$ cat src/rtl/rr_grant_scheduler_4_pkg.sv
`default_nettype none
// ============================================================================
//  Module   : rr_grant_scheduler_4_pkg
//  Purpose  : Shared constants, state encoding and the round-robin pick
//             helper for the 4-requester grant scheduler.
//  Revision : 1.0 - initial release
// ============================================================================
package rr_grant_scheduler_4_pkg;

    localparam int c_N_REQ        = 4;
    localparam int c_IDX_W        = 2;
    localparam int c_DEF_MAX_HOLD = 8;

    typedef enum logic [1:0] {
        ST_IDLE  = 2'b00,
        ST_GRANT = 2'b01,
        ST_TURN  = 2'b10
    } state_t;

    typedef struct packed {
        logic               valid;
        logic [c_IDX_W-1:0] id;
    } pick_t;

    // Scan LAST+1, LAST+2, LAST+3, LAST (mod 4); the first set request wins.
    // The previous owner is visited last, so it only re-wins when alone.
    function automatic pick_t rr_pick(input logic [c_N_REQ-1:0] req,
                                      input logic [c_IDX_W-1:0] last);
        pick_t              p;
        logic [c_IDX_W-1:0] idx;
        p.valid = 1'b0;
        p.id    = last;
        for (int k = 1; k <= c_N_REQ; k++) begin
            idx = last + c_IDX_W'(k);
            if (!p.valid && req[idx]) begin
                p.valid = 1'b1;
                p.id    = idx;
            end
        end
        return p;
    endfunction

endpackage
`default_nettype wire

$ cat src/rtl/rr_grant_scheduler_4_if.sv
`default_nettype none
// ============================================================================
//  Module   : rr_grant_scheduler_4_if
//  Purpose  : Request/grant bundle between requesters and the scheduler.
//  Signals  : EN      - global enable (blocks new grants only)
//             REQ     - level request per requester
//             GNT     - one-hot grant, zero when idle
//             GNT_ID  - index of current/last owner
//             BUSY    - high while a grant is held
//             TIMEOUT - one-cycle pulse on forced revoke
//  Modports : master (requester side), slave (scheduler side)
//  Revision : 1.0 - initial release
// ============================================================================
interface rr_grant_scheduler_4_if;
    import rr_grant_scheduler_4_pkg::*;

    logic                EN;
    logic [c_N_REQ-1:0]  REQ;
    logic [c_N_REQ-1:0]  GNT;
    logic [c_IDX_W-1:0]  GNT_ID;
    logic                BUSY;
    logic                TIMEOUT;

    modport master (output EN, REQ, input GNT, GNT_ID, BUSY, TIMEOUT);
    modport slave  (input EN, REQ, output GNT, GNT_ID, BUSY, TIMEOUT);

endinterface
`default_nettype wire

$ cat src/rtl/rr_grant_scheduler_4_onehot_dec.sv
`default_nettype none
// ============================================================================
//  Module   : rr_onehot_dec
//  Purpose  : 2-to-4 decoder with enable, gate-level style.
//  Ports    : i_en         - enable; all outputs low when 0
//             i_a1         - select bit 0 (LSB)
//             i_a2         - select bit 1 (MSB)
//             o_d0..o_d3   - decoded outputs, o_dN high for select == N
//  Revision : 1.0 - initial release
// ============================================================================
module rr_onehot_dec (
    input  wire logic i_en,
    input  wire logic i_a1,
    input  wire logic i_a2,
    output wire logic o_d0,
    output wire logic o_d1,
    output wire logic o_d2,
    output wire logic o_d3
);

    assign o_d0 = i_en & ~i_a2 & ~i_a1;
    assign o_d1 = i_en & ~i_a2 &  i_a1;
    assign o_d2 = i_en &  i_a2 & ~i_a1;
    assign o_d3 = i_en &  i_a2 &  i_a1;

endmodule
`default_nettype wire

$ cat src/rtl/rr_grant_scheduler_4.sv
`default_nettype none
// ============================================================================
//  Module   : rr_grant_scheduler_4
//  Purpose  : Round-robin scheduler sharing one resource among 4 requesters.
//             IDLE -> GRANT (held while owner requests) -> TURN (one dead
//             cycle) -> IDLE. GNT is the registered owner index decoded and
//             gated by the registered BUSY flag.
//  Ports    : CLK  - clock
//             RST  - synchronous active-high reset
//             bus  - rr_grant_scheduler_4_if.slave (EN, REQ, GNT, GNT_ID,
//                    BUSY, TIMEOUT)
//  Params   : MAX_HOLD - max consecutive grant cycles (timeout build only)
//             CNT_W    - hold counter width, 2**CNT_W > MAX_HOLD
//  Options  : RR_SCHED_TIMEOUT_EN - enables forced revoke after MAX_HOLD
//             cycles; otherwise TIMEOUT is tied low and grants are unbounded.
//  Revision : 1.0 - initial release
// ============================================================================
module rr_grant_scheduler_4
    import rr_grant_scheduler_4_pkg::*;
#(
    parameter int MAX_HOLD = c_DEF_MAX_HOLD,
    parameter int CNT_W    = 4
) (
    input  wire logic               CLK,
    input  wire logic               RST,
    rr_grant_scheduler_4_if.slave   bus
);

    if ((MAX_HOLD < 1) || (MAX_HOLD > 15) || ((2 ** CNT_W) <= MAX_HOLD)) begin : g_param_check
        $error("rr_grant_scheduler_4: illegal MAX_HOLD/CNT_W combination");
    end

    state_t             r_state;
    logic [c_IDX_W-1:0] r_gnt_id;
    logic [c_IDX_W-1:0] r_last;
    logic               r_busy;
    logic               r_timeout;
`ifdef RR_SCHED_TIMEOUT_EN
    logic [CNT_W-1:0]   r_hold;
`endif

    pick_t              w_pick;
    logic               w_owner_req;
    logic [c_N_REQ-1:0] w_gnt;

    always_comb begin
        w_pick      = rr_pick(bus.REQ, r_last);
        w_owner_req = bus.REQ[r_gnt_id];
    end

    always_ff @(posedge CLK) begin
        if (RST) begin
            r_state   <= ST_IDLE;
            r_gnt_id  <= '0;
            r_last    <= 2'b11;     // requester 0 gets first priority
            r_busy    <= 1'b0;
            r_timeout <= 1'b0;
`ifdef RR_SCHED_TIMEOUT_EN
            r_hold    <= '0;
`endif
        end else begin
            r_timeout <= 1'b0;
            case (r_state)
                ST_IDLE: begin
                    if (bus.EN && w_pick.valid) begin
                        r_state  <= ST_GRANT;
                        r_gnt_id <= w_pick.id;
                        r_last   <= w_pick.id;
                        r_busy   <= 1'b1;
`ifdef RR_SCHED_TIMEOUT_EN
                        r_hold   <= '0;
`endif
                    end
                end
                ST_GRANT: begin
                    // EN is deliberately ignored here: the owner keeps its
                    // grant until it releases the request.
                    if (!w_owner_req) begin
                        r_state <= ST_TURN;
                        r_busy  <= 1'b0;
`ifdef RR_SCHED_TIMEOUT_EN
                        r_hold  <= '0;
`endif
                    end
`ifdef RR_SCHED_TIMEOUT_EN
                    else if (r_hold == CNT_W'(MAX_HOLD - 1)) begin
                        // Forced revoke; LAST keeps this ID so it ranks last.
                        r_state   <= ST_TURN;
                        r_busy    <= 1'b0;
                        r_hold    <= '0;
                        r_timeout <= 1'b1;
                    end else if (r_hold != {CNT_W{1'b1}}) begin
                        r_hold <= r_hold + CNT_W'(1);
                    end
`endif
                end
                ST_TURN: begin
                    r_state <= ST_IDLE;
                end
                default: begin
                    r_state <= ST_IDLE;
                    r_busy  <= 1'b0;
                end
            endcase
        end
    end

    rr_onehot_dec u_dec (
        .i_en (r_busy),
        .i_a1 (r_gnt_id[0]),
        .i_a2 (r_gnt_id[1]),
        .o_d0 (w_gnt[0]),
        .o_d1 (w_gnt[1]),
        .o_d2 (w_gnt[2]),
        .o_d3 (w_gnt[3])
    );

    assign bus.GNT     = w_gnt;
    assign bus.GNT_ID  = r_gnt_id;
    assign bus.BUSY    = r_busy;
    assign bus.TIMEOUT = r_timeout;

endmodule
`default_nettype wire
$ cat src/flat_wrapper.sv
// flat-port wrapper written by rule: the top's interface ports become plain ports
module rr_grant_scheduler_4_flat import rr_grant_scheduler_4_pkg::*;
#(
    parameter int MAX_HOLD = c_DEF_MAX_HOLD,
    parameter int CNT_W    = 4
)
  (CLK, RST, bus_EN, bus_REQ, bus_GNT, bus_GNT_ID, bus_BUSY, bus_TIMEOUT);
  rr_grant_scheduler_4_if bus_i ();
  input  wire logic CLK;
  input  wire logic RST;
  input wire logic [$bits(bus_i.EN)-1:0] bus_EN;
  input wire logic [$bits(bus_i.REQ)-1:0] bus_REQ;
  output wire logic [$bits(bus_i.GNT)-1:0] bus_GNT;
  output wire logic [$bits(bus_i.GNT_ID)-1:0] bus_GNT_ID;
  output wire logic [$bits(bus_i.BUSY)-1:0] bus_BUSY;
  output wire logic [$bits(bus_i.TIMEOUT)-1:0] bus_TIMEOUT;
  assign bus_i.EN = bus_EN;
  assign bus_i.REQ = bus_REQ;
  assign bus_GNT = bus_i.GNT;
  assign bus_GNT_ID = bus_i.GNT_ID;
  assign bus_BUSY = bus_i.BUSY;
  assign bus_TIMEOUT = bus_i.TIMEOUT;
  rr_grant_scheduler_4 #(.MAX_HOLD(MAX_HOLD), .CNT_W(CNT_W)) u_core (.CLK(CLK), .RST(RST), .bus(bus_i));
endmodule
$ cat config.mk
export PLATFORM = sky130hd
export DESIGN_NAME = rr_grant_scheduler_4_flat
export DESIGN_NICKNAME = d
export VERILOG_FILES = /design/src/rtl/rr_grant_scheduler_4_pkg.sv /design/src/rtl/rr_grant_scheduler_4_if.sv /design/src/rtl/rr_grant_scheduler_4_onehot_dec.sv /design/src/rtl/rr_grant_scheduler_4.sv /design/src/flat_wrapper.sv
export SDC_FILE = /design/constraint.sdc
export NUM_CORES = 1
export LEC_CHECK = 0
export CORE_AREA = 2 2 39 41
export DETAILED_ROUTE_END_ITERATION = 12
export DIE_AREA = 0 0 41 43
export PLACE_DENSITY = 0.68
export REMOVE_ABC_BUFFERS = 1
export SLEW_MARGIN = 10
export SYNTH_ARGS = -nofsm -noshare
export SYNTH_HDL_FRONTEND = slang
export SYNTH_SLANG_ARGS = --single-unit
$ cat constraint.sdc
create_clock -name CLK -period 1.35 [get_ports CLK]
set_clock_uncertainty 0.1 [all_clocks]
set_input_delay 0.27 -clock CLK [delete_from_list [all_inputs] [get_ports CLK]]
set_output_delay 0.27 -clock CLK [all_outputs]
set_load 0.05 [all_outputs]
==> images/port_nets.png <==
(12 px per um)
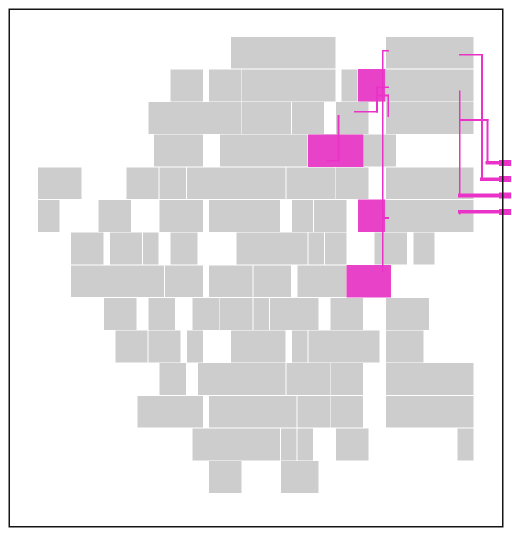
`bus_GNT`: drawn in magenta, bits 4, direction output, end cells 4, buffers 5, wire 67.3 um.
Ports: 15
Buffers on Ports: 13

==> images/met3.png <==
(6 px per um)
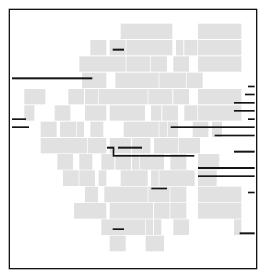
The longest straight run is 13.7 um. The layer carries 96.0 um of wire.
GR Layer Usage met3: 3.66%
Total Wirelength: 1270 um
DR vias: 514

==> images/metal_stack.png <==
(8 px per um) Two of the layers only.
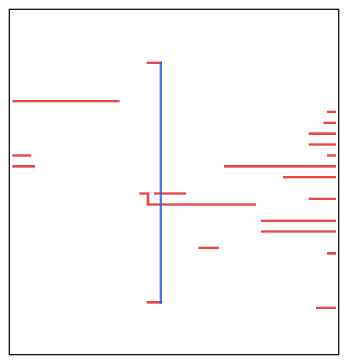
met3: drawn in red, wire length 96.0 um. met4: drawn in blue, wire length 29.9 um.
drt wl/cell: 13.4 um
GR Util All Layers: 18.7%

==> images/wire_density.png <==
(8 px per um) The die is cut into 8 by 9 equal tiles; dark blue is low, red is high, scaled to the fullest tile. Values are wire area over tile area, all layers added.
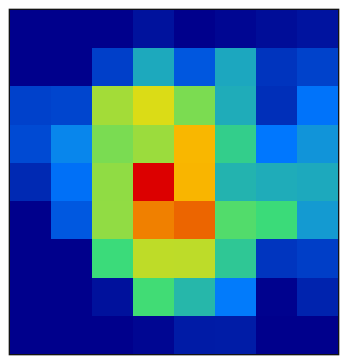
The emptiest ninth of the die: south-west. 22% of the tiles are over half the peak. 26% of the tiles are nearly empty. The densest ninth of the die: centre. The mean over all tiles is 0.12.

==> flow_metrics.env <==
# yosys + openroad results
export IMPL_status="complete, but fails checks"
export IMPL_violations="negative setup slack"
export IMPL_cts_path_max_buffers=2
export IMPL_ys_types=33
export IMPL_finalNetCount=87
export IMPL_drtAntennaViolNets=0
export IMPL_cts_tree="built"
export IMPL_nNonClkInverters=1
export IMPL_power_leader="combinational cells"
export IMPL_clock_sinks=7
export IMPL_logic_family="simple AND/OR/NAND/NOR gates"
export IMPL_netlist_area_leader_share_pct=28.8
export IMPL_comb_power_share_pct=48.8
export IMPL_diodes=0
export IMPL_fill_cells=105
export IMPL_edf_count=0
export IMPL_reg2reg_slack_ns=-0.07
export IMPL_syn_area_per_cell_sq_um=9.18
export IMPL_core_sq_mm=0.00138
export IMPL_htree_levels=1
export IMPL_seq_power_mw=0.261
export IMPL_comb_power_mw=0.427
export IMPL_switching_share_pct=34.3
export IMPL_final_clk_cell_share_pct=3.08
export IMPL_sh_comb_area_pct=39.1
export IMPL_dr_max_layer_used="met4"
export IMPL_grt_most_used_layer="met2"
export IMPL_hold_path_end="u_core.r_last[0]"
export IMPL_synth_area_sq_um=487
export IMPL_fin_ws_ns=-0.120
export IMPL_p_seq_share_pct=29.8
export IMPL_grt_pass1_wl_um=2180
export IMPL_rows=14
export IMPL_top_area_cell="dfxtp_1"
export IMPL_syn_inst=53
export IMPL_met3_length_um=95
export IMPL_endpoint="bus_GNT[0]"
export IMPL_drive_above_1_share_pct=59.5
export IMPL_setup_viol=7
